Figure 1. Clock routing (run 1).
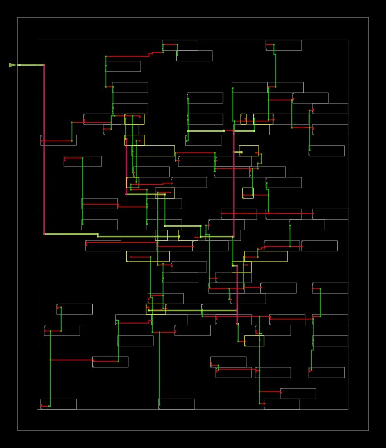
Figure 2. Metal layers overlaid (run 1).
(4 px per um)
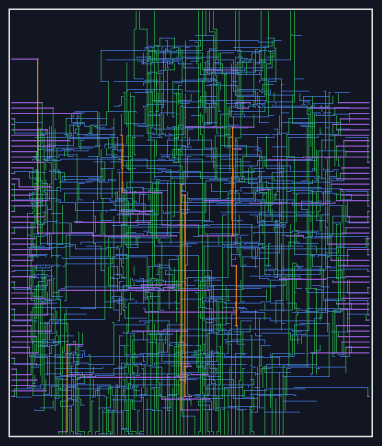
Figure 3. Clock wires, drivers and flops (run 1).
(2 px per um)
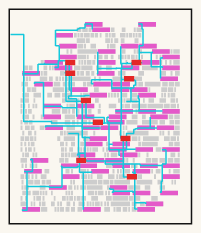
$ cat config.mk
export PLATFORM = sky130hd
export DESIGN_NAME = bram_sweep_ctrl_flat
export DESIGN_NICKNAME = d
export VERILOG_FILES = /design/src/rtl/bram_sweep_ctrl_if.sv /design/src/rtl/bram_sweep_ctrl.sv /design/src/flat_wrapper.sv
export SDC_FILE = /design/constraint.sdc
export NUM_CORES = 1
export LEC_CHECK = 0
export ABC_CLOCK_PERIOD_IN_PS = 2500
export CAP_MARGIN = 30
export CORE_ASPECT_RATIO = 1.2
export CORE_MARGIN = 5
export CORE_UTILIZATION = 54
export CTS_CLUSTER_DIAMETER = 40
export DETAILED_ROUTE_END_ITERATION = 8
export DONT_BUFFER_PORTS = 1
export GPL_TIMING_DRIVEN = 0
export HOLD_SLACK_MARGIN = 0.06
export PLACE_DENSITY = 0.69
export SETUP_SLACK_MARGIN = 0.05
export SLEW_MARGIN = 40
export SYNTH_ARGS = -nofsm -noshare
export SYNTH_HDL_FRONTEND = slang
export SYNTH_SLANG_ARGS = --single-unit
$ cat constraint.sdc
create_clock -name clk -period 2.5 [get_ports clk]
set_clock_uncertainty 0.2 [all_clocks]
set_input_delay 0.5 -clock clk [delete_from_list [all_inputs] [get_ports clk]]
set_output_delay 0.5 -clock clk [all_outputs]
set_load 0.02 [all_outputs]
$ cat src/rtl/bram_sweep_ctrl_if.sv
`default_nettype none
// ============================================================================
// Module : bram_sweep_ctrl_if -- host, RAM and sweep-status bundle
// Rev    : 1.0 initial release
// ============================================================================
interface bram_sweep_ctrl_if #(
  parameter int WID_MEM = 18,
  parameter int ADDR_W  = 12
);
  logic               start;
  logic [1:0]         mode;
  logic [WID_MEM-1:0] pattern;
  logic               host_we;
  logic [ADDR_W-1:0]  host_waddr;
  logic [WID_MEM-1:0] host_wdata;
  logic               host_re;
  logic [ADDR_W-1:0]  host_raddr;
  logic               host_ready;
  logic [WID_MEM-1:0] host_rdata;
  logic               host_rvalid;
  logic [ADDR_W-1:0]  mem_raddr;
  logic [ADDR_W-1:0]  mem_waddr;
  logic [WID_MEM-1:0] mem_din;
  logic               mem_we;
  logic [WID_MEM-1:0] mem_dout;
  logic               busy;
  logic               done;
  logic [ADDR_W:0]    err_count;
  logic [ADDR_W-1:0]  first_err_addr;

  modport slave (
    input  start, mode, pattern,
    input  host_we, host_waddr, host_wdata, host_re, host_raddr,
    output host_ready, host_rdata, host_rvalid,
    output mem_raddr, mem_waddr, mem_din, mem_we,
    input  mem_dout,
    output busy, done, err_count, first_err_addr
  );

  modport master (
    output start, mode, pattern,
    output host_we, host_waddr, host_wdata, host_re, host_raddr,
    input  host_ready, host_rdata, host_rvalid,
    input  mem_raddr, mem_waddr, mem_din, mem_we,
    output mem_dout,
    input  busy, done, err_count, first_err_addr
  );
endinterface
`default_nettype wire

$ cat src/rtl/bram_sweep_ctrl.sv
`default_nettype none
// ============================================================================
// Module : bram_sweep_ctrl -- host pass-through plus fill/check sweeps of a BRAM
// Rev    : 1.0 initial release
// ============================================================================
module bram_sweep_ctrl #(
  parameter int WID_MEM   = 18,
  parameter int ADDR_W    = 12,
  parameter int DEPTH_MEM = 4096
) (
  input  logic             clk,
  input  logic             rst_n,
  bram_sweep_ctrl_if.slave bus
);

  localparam logic [2:0] c_st_idle  = 3'd0;
  localparam logic [2:0] c_st_fill  = 3'd1;
  localparam logic [2:0] c_st_check = 3'd2;
  localparam logic [2:0] c_st_drain = 3'd3;
  localparam logic [2:0] c_st_done  = 3'd4;

  localparam logic [ADDR_W-1:0] c_last_addr = ADDR_W'(DEPTH_MEM - 1);
  localparam logic [ADDR_W-1:0] c_addr_one  = ADDR_W'(1);
  localparam logic [ADDR_W:0]   c_err_one   = (ADDR_W+1)'(1);

  logic [2:0]         r_state;
  logic [ADDR_W-1:0]  r_addr;
  logic [WID_MEM-1:0] r_pattern;
  logic               r_addr_mix;
  logic               r_cmp_valid;
  logic [ADDR_W-1:0]  r_cmp_addr;
  logic [ADDR_W:0]    r_err_count;
  logic [ADDR_W-1:0]  r_first_err_addr;
  logic               r_host_rvalid;

  logic               w_idle;
  logic               w_host_ready;
  logic               w_accept;
  logic               w_last;
  logic [WID_MEM-1:0] w_fill_word;
  logic [WID_MEM-1:0] w_check_word;
  logic               w_mismatch;
  logic               w_mem_we;
  logic [ADDR_W-1:0]  w_mem_waddr;
  logic [ADDR_W-1:0]  w_mem_raddr;
  logic [WID_MEM-1:0] w_mem_din;

  assign w_idle       = (r_state == c_st_idle);
  assign w_host_ready = w_idle & ~bus.start;
  // Mode 11 is reserved: a start carrying it is simply not accepted.
  assign w_accept     = w_idle & bus.start & (bus.mode != 2'b11);
  assign w_last       = (r_addr == c_last_addr);

  assign w_fill_word  = r_pattern ^ (r_addr_mix ? WID_MEM'(r_addr) : '0);
  assign w_check_word = r_pattern ^ WID_MEM'(r_cmp_addr);
  assign w_mismatch   = r_cmp_valid & (bus.mem_dout != w_check_word);

  always_ff @(posedge clk or negedge rst_n) begin
    if (!rst_n) begin
      r_state          <= c_st_idle;
      r_addr           <= '0;
      r_pattern        <= '0;
      r_addr_mix       <= 1'b0;
      r_cmp_valid      <= 1'b0;
      r_cmp_addr       <= '0;
      r_err_count      <= '0;
      r_first_err_addr <= '0;
      r_host_rvalid    <= 1'b0;
    end else begin
      r_host_rvalid <= bus.host_re & w_host_ready;
      // Read data returns one cycle after issue, so the address is delayed to match.
      r_cmp_valid   <= (r_state == c_st_check);
      r_cmp_addr    <= r_addr;

      if (w_accept) begin
        r_err_count      <= '0;
        r_first_err_addr <= '0;
      end else if (w_mismatch) begin
        r_err_count <= r_err_count + c_err_one;
        if (r_err_count == '0) begin
          r_first_err_addr <= r_cmp_addr;
        end
      end

      case (r_state)
        c_st_idle: begin
          if (w_accept) begin
            r_state    <= (bus.mode == 2'b10) ? c_st_check : c_st_fill;
            r_pattern  <= bus.pattern;
            r_addr_mix <= (bus.mode != 2'b00);
            r_addr     <= '0;
          end
        end
        c_st_fill: begin
          if (w_last) begin
            r_state <= c_st_done;
          end else begin
            r_addr <= r_addr + c_addr_one;
          end
        end
        c_st_check: begin
          if (w_last) begin
            r_state <= c_st_drain;
          end else begin
            r_addr <= r_addr + c_addr_one;
          end
        end
        c_st_drain: r_state <= c_st_done;
        c_st_done:  r_state <= c_st_idle;
        default:    r_state <= c_st_idle;
      endcase
    end
  end

  always_comb begin
    w_mem_we    = 1'b0;
    w_mem_waddr = r_addr;
    w_mem_raddr = r_addr;
    w_mem_din   = w_fill_word;
    if (w_idle) begin
      w_mem_we    = bus.host_we & w_host_ready;
      w_mem_waddr = bus.host_waddr;
      w_mem_raddr = bus.host_raddr;
      w_mem_din   = bus.host_wdata;
    end else if (r_state == c_st_fill) begin
      w_mem_we = 1'b1;
    end
  end

  assign bus.mem_we         = w_mem_we;
  assign bus.mem_waddr      = w_mem_waddr;
  assign bus.mem_raddr      = w_mem_raddr;
  assign bus.mem_din        = w_mem_din;
  assign bus.host_ready     = w_host_ready;
  assign bus.host_rdata     = bus.mem_dout;
  assign bus.host_rvalid    = r_host_rvalid;
  assign bus.busy           = (r_state == c_st_fill) | (r_state == c_st_check) |
                              (r_state == c_st_drain);
  assign bus.done           = (r_state == c_st_done);
  assign bus.err_count      = r_err_count;
  assign bus.first_err_addr = r_first_err_addr;

endmodule
`default_nettype wire

$ cat src/flat_wrapper.sv
// flat-port wrapper written by rule: the top's interface ports become plain ports
module bram_sweep_ctrl_flat 
#(
  parameter int WID_MEM   = 18,
  parameter int ADDR_W    = 12,
  parameter int DEPTH_MEM = 4096
)
  (clk, rst_n, bus_start, bus_mode, bus_pattern, bus_host_we, bus_host_waddr, bus_host_wdata, bus_host_re, bus_host_raddr, bus_host_ready, bus_host_rdata, bus_host_rvalid, bus_mem_raddr, bus_mem_waddr, bus_mem_din, bus_mem_we, bus_mem_dout, bus_busy, bus_done, bus_err_count, bus_first_err_addr);
  bram_sweep_ctrl_if #(.WID_MEM(WID_MEM), .ADDR_W(ADDR_W)) bus_i ();
  input  logic clk;
  input  logic rst_n;
  input wire logic [$bits(bus_i.start)-1:0] bus_start;
  input wire logic [$bits(bus_i.mode)-1:0] bus_mode;
  input wire logic [$bits(bus_i.pattern)-1:0] bus_pattern;
  input wire logic [$bits(bus_i.host_we)-1:0] bus_host_we;
  input wire logic [$bits(bus_i.host_waddr)-1:0] bus_host_waddr;
  input wire logic [$bits(bus_i.host_wdata)-1:0] bus_host_wdata;
  input wire logic [$bits(bus_i.host_re)-1:0] bus_host_re;
  input wire logic [$bits(bus_i.host_raddr)-1:0] bus_host_raddr;
  output wire logic [$bits(bus_i.host_ready)-1:0] bus_host_ready;
  output wire logic [$bits(bus_i.host_rdata)-1:0] bus_host_rdata;
  output wire logic [$bits(bus_i.host_rvalid)-1:0] bus_host_rvalid;
  output wire logic [$bits(bus_i.mem_raddr)-1:0] bus_mem_raddr;
  output wire logic [$bits(bus_i.mem_waddr)-1:0] bus_mem_waddr;
  output wire logic [$bits(bus_i.mem_din)-1:0] bus_mem_din;
  output wire logic [$bits(bus_i.mem_we)-1:0] bus_mem_we;
  input wire logic [$bits(bus_i.mem_dout)-1:0] bus_mem_dout;
  output wire logic [$bits(bus_i.busy)-1:0] bus_busy;
  output wire logic [$bits(bus_i.done)-1:0] bus_done;
  output wire logic [$bits(bus_i.err_count)-1:0] bus_err_count;
  output wire logic [$bits(bus_i.first_err_addr)-1:0] bus_first_err_addr;
  assign bus_i.start = bus_start;
  assign bus_i.mode = bus_mode;
  assign bus_i.pattern = bus_pattern;
  assign bus_i.host_we = bus_host_we;
  assign bus_i.host_waddr = bus_host_waddr;
  assign bus_i.host_wdata = bus_host_wdata;
  assign bus_i.host_re = bus_host_re;
  assign bus_i.host_raddr = bus_host_raddr;
  assign bus_host_ready = bus_i.host_ready;
  assign bus_host_rdata = bus_i.host_rdata;
  assign bus_host_rvalid = bus_i.host_rvalid;
  assign bus_mem_raddr = bus_i.mem_raddr;
  assign bus_mem_waddr = bus_i.mem_waddr;
  assign bus_mem_din = bus_i.mem_din;
  assign bus_mem_we = bus_i.mem_we;
  assign bus_i.mem_dout = bus_mem_dout;
  assign bus_busy = bus_i.busy;
  assign bus_done = bus_i.done;
  assign bus_err_count = bus_i.err_count;
  assign bus_first_err_addr = bus_i.first_err_addr;
  bram_sweep_ctrl #(.WID_MEM(WID_MEM), .ADDR_W(ADDR_W), .DEPTH_MEM(DEPTH_MEM)) u_core (.clk(clk), .rst_n(rst_n), .bus(bus_i));
endmodule
==> metrics.yaml, run 1 <==
detailed_routing:
  vias_per_cell: 5.74
logic_synthesis:
  yosys_area_um2: 4190
  ff_type: "dfrtp_1"
  yosysUniqueCellTypes: 42
  synth.cell_area_um2: 4190
  edf_count: 0
  avgSynthCellArea_um2: 8.83
  common_cells: "nand2_1 (170), dfrtp_1 (73), nor2_1 (27)"
  synth_seq_share_pct: 43.6
critical_path:
  worstSetupStartpointType: "register"
  reg2reg_slack_ns: 0.11
sta:
  slew_headroom_pct: 57.1
  hold_ws_ns: 0.0772
  setup_viol: 0
  worst_pin_slew_ns: 0.639
  grt_setup_unrepaired: "yes"
hold_path:
  min_to: "u_core.r_pattern[10]"
finish:
  largest_register_ffs: 18
  lay_top_count: "nand2_1"
  fin_cells: 610
  mostFrequentLayoutCells: "nand2_1 (141), dfrtp_1 (71), buf_4 (35)"
placement:
  place_inst: 566
  hpwlAfterDp_um: 8270
die:
  fp_util_pct: 54.9
grt:
  grt_pass1_wl_um: 18300
  grt_max_degree: 74
clock_network:
  cts_tree: "done"
  cts.sinks: 73
  clockBufferDepth: 2
outcome:
  outcome: "completed"
pwr:
  pwr_density_cell_nw_per_um2: 1200
  comb_power_share_pct: 50.3
Notes on Figure 1 above:
Worst-Skew Late Latency: 0.35 ns
clkbuf count: 10

Notes on Figure 2 above:
| layer | colour | wire length |
|---|---|---|
| met2 | green | 5740 um |
| met3 | purple | 980 um |
| met1 | blue | 4520 um |
| met4 | orange | 229 um |
Tot GR Track Use: 23.9%
Routed WL: 11500 um
vias: 3499
Avg WL per Cell: 18.8 um

Notes on Figure 3 above:
[clock wires] cyan | length: 964 um
[cells driving clock nets] red | count: 9
[flip-flops] magenta | count: 73
routed clock nets: 10
Clock group: 0.00113 W
Clock power frac: 18.7%

run 1: worst max-delay path by stage:
stage / to / slack (ns)
3_3_place_gp: bus_mem_din[4] / -0.52
3_5_place_dp: bus_mem_din[5] / -0.66
5_1_grt: u_core.bus.err_count[5] / 0.008
2_1_floorplan: bus_mem_din[10] / 0.1
6_report: u_core.bus.first_err_addr[10] / 0.11
4_1_cts: bus_mem_waddr[10] / 0.04
run 1: metal layers:
layer	share of wire [%]	track usage, %
met5	0	0
met4	2.0	7.98
met3	8.6	6.23
met2	50	40.4
met1	39	29.8
run 1: metrics by stage:
stage               instance area, um^2  power (W)
finish                             5030    0.00605
global route                       5030    0.00644
global placement                   4300    0.00439
CTS                                4860    0.00589
detailed placement                 4300    0.00446
floorplan                          4190    0.00393
run 1: cell families after synthesis:
| group | count (synthesis) | share of synthesized area [%] |
|---|---|---|
| multiplexers | 4 | 1.02 |
| AND-OR/OR-AND | 58 | 10.0 |
| buffers and inverters | 49 | 6.37 |
| XOR/XNOR | 45 | 12.9 |
| AND/OR/NAND/NOR | 242 | 25.2 |
| flip-flops | 73 | 43.6 |
| adder cells (fa/ha/maj) | 3 | 0.897 |
run 1: timing repair:
action	4_1_cts	5_1_grt
setup endpoints to repair	47	57
pin swaps	1	11
hold buffers	19	0
buffers inserted	4	9
resized	42	43
endpoints found under the hold margin	90	0
run 1: worst max-delay path: stages, from the launching register on:
cell and delay (ns):
dfrtp_1 0.40, xnor3_1 0.38, nand4_1 0.15, nor4_4 0.45, a21oi_4 0.16, and3_4 0.23, buf_6 0.14, a22o_1 0.18
run 1: area by class of cell:
cell class,instances,area [um^2]
flip-flops and latches,73,1830
clock buffers,10,128
well taps,92,115
fillers,602,2590
repair buffers,32,305
clock inverters,6,115
inverters,10,37.5
multi-input cells,352,2250
plain buffers,35,249
--- run 2 (diff from run 1) ---
--- a/config.mk
+++ b/config.mk
@@ -9,13 +9,12 @@
 export CAP_MARGIN = 30
 export CORE_ASPECT_RATIO = 1.2
 export CORE_MARGIN = 5
-export CORE_UTILIZATION = 54
+export CORE_UTILIZATION = 43
 export CTS_CLUSTER_DIAMETER = 40
 export DETAILED_ROUTE_END_ITERATION = 8
-export DONT_BUFFER_PORTS = 1
 export GPL_TIMING_DRIVEN = 0
 export HOLD_SLACK_MARGIN = 0.06
-export PLACE_DENSITY = 0.69
+export PLACE_DENSITY = 0.81
 export SETUP_SLACK_MARGIN = 0.05
 export SLEW_MARGIN = 40
 export SYNTH_ARGS = -nofsm -noshare
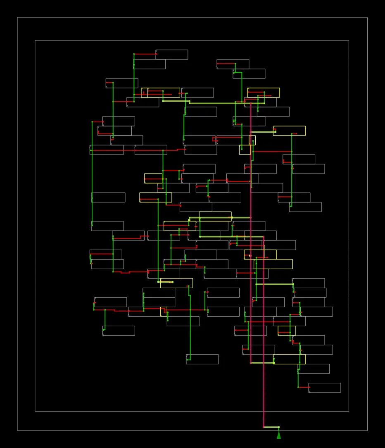
Figure 4: run 2, clock routing.
Worst-Skew Late Latency: 0.34 ns
flop count: 73

==> run 2 against run 1 <==
Net effect: area after synthesis unchanged; flip-flop count unchanged; sequential share of layout area down 7.9 points; global-route usage down 0.72 points; power up 13%; largest cell class unchanged; cell count up 31%; via count up 18%.
==> metrics.yaml, run 2 <==
critical_path:
  path_cells: "clkdlybuf4s50_1 > buf_4 > clkdlybuf4s50_1"
  cpMostUsedCell: "clkdlybuf4s50_1"
  slowest_stage: "clkdlybuf4s50_1"
  worstSetupStartpointType: "primary input"
  cp.depth: 3  # -4
  reg2reg_depth: 7
  cpLargestDelayFamily: "buffers and inverters"
  crit_path_end: "bus_host_rdata[15]"
  reg2reg_slack_ns: 0.15  # +0.04 ns
finish:
  design_area_um2: 6430  # +28%
  fin_cells: 799  # +31%
  largest_register_ffs: 18  # unchanged
  mostFrequentLayoutCells: "nand2_1 (168), clkdlybuf4s50_1 (114), dfrtp_1 (70)"
grt:
  grt_max_degree: 53  # -28%
  grt_util_all_layers_pct: 23.2  # -0.72 points
  met2_usage_pct: 41.4  # +1.0 points
  use_met3_pct: 5.39  # -0.83 points
  grt_pass1_wl_um: 21800  # +19%
  busiest_layer: "met2"
  grt_util_met1_pct: 26.2  # -3.6 points
die:
  fp_util_pct: 44.0  # -11 points
placement:
  hpwlAfterDp_um: 10200  # +24%
  place_inst: 772  # +36%
  place_area_um2: 6110  # +42%
  pre_cts_slack_ns: -1.00
logic_synthesis:
  yosysWarnings: 0
  yosysUniqueCellTypes: 42  # unchanged
  edf_count: 0  # unchanged
  common_cells: "nand2_1 (170), dfrtp_1 (73), nor2_1 (27)"
  avgSynthCellArea_um2: 8.83  # unchanged
  synth_seq_share_pct: 43.6  # unchanged
  ff_type: "dfrtp_1"
  synth.cell_area_um2: 4190  # unchanged
  yosys_area_um2: 4190  # unchanged
detailed_routing:
  vias: 4113  # +18%
  vias_per_cell: 5.15  # -10%
  wl_per_cell_um: 16.9  # -10%
hold_path:
  min_to: "u_core.r_cmp_addr[7]"
sta:
  slew_headroom_pct: 60.7  # +3.6 points
  hold_ws_ns: 0.178  # +0.101 ns
  grt_setup_unrepaired: "yes"
  worst_pin_slew_ns: 0.589  # -0.0497 ns
  setup_viol: 0  # unchanged
clock_network:
  clockBufferDepth: 2  # unchanged
  cts.sinks: 73  # unchanged
  cts_tree: "done"
pwr:
  pwr_density_cell_nw_per_um2: 1060  # -12%
  total_power_w: 0.00682  # +13%
outcome:
  outcome: "completed"
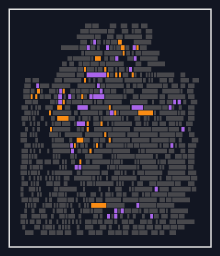
Figure 5: run 2, gate families picked out.
(2 px per um)
| family | colour | cells |
|---|---|---|
| NOR gates | orange | 36 |
| inverting AOI/OAI gates | purple | 37 |

run 2: cell count changes in the layout (fill, tap and decap cells not counted), moves of 12 or more:
cell	previous run	this run
buf_2	3	45
clkdlybuf4s50_1	0	114
nand2_1	141	168
dlygate4sd3_1	18	1
nand2_2	29	2
o21ai_2	12	0
o21ai_0	2	14
run 2: cell families (layout without fill, tap and decap cells):
| family | after synthesis | after routing | share of synthesized area, % |
|---|---|---|---|
| simple gates | 242 | 242 | 25.2 |
| flops | 73 | 73 | 43.6 |
| compound gates | 58 | 58 | 10.0 |
| buf+inv | 49 | 251 | 6.37 |
| xor+xnor | 45 | 45 | 12.9 |
| mux | 4 | 4 | 1.02 |
| fa+ha+maj | 3 | 3 | 0.897 |
run 2: layout make-up:
class / instances / area [um^2]
Fill cell: 779 / 3080
Multi-Input combinational cell: 352 / 2130
Sequential cell: 73 / 1830
Timing Repair Buffer: 190 / 1700
Buffer: 35 / 278
Clock buffer: 11 / 253
Tap cell: 123 / 154
Clock inverter: 5 / 53.8
Inverter: 10 / 37.5
run 2: what timing repair did:
item / in CTS / in global routing
gates resized: 210 / 28
hold endpoints to repair: 21 / 0
gates cloned: 0 / 0
pin swaps: 6 / 4
hold buffers: 1 / 0
setup buffers: 12 / 3
setup endpoints to repair: 68 / 59
run 2: metal layers:
metal	vias to the layer above	routed length, um
met2	159	7220
met4	0	303
met1	1994	4930
li1	1941	-
met5	-	0
met3	19	1030
run 2: power breakdown:
| group | switching (W) | leakage [nW] | total (W) | internal, W |
|---|---|---|---|---|
| clock | 0.000483 | 0.155 | 0.00131 | 0.000823 |
| combinational | 0.00209 | 2.09 | 0.00369 | 0.00160 |
| sequential | 0.000365 | 0.968 | 0.00183 | 0.00146 |
Power figures rest on the tool's default switching activity, not on a simulated workload.
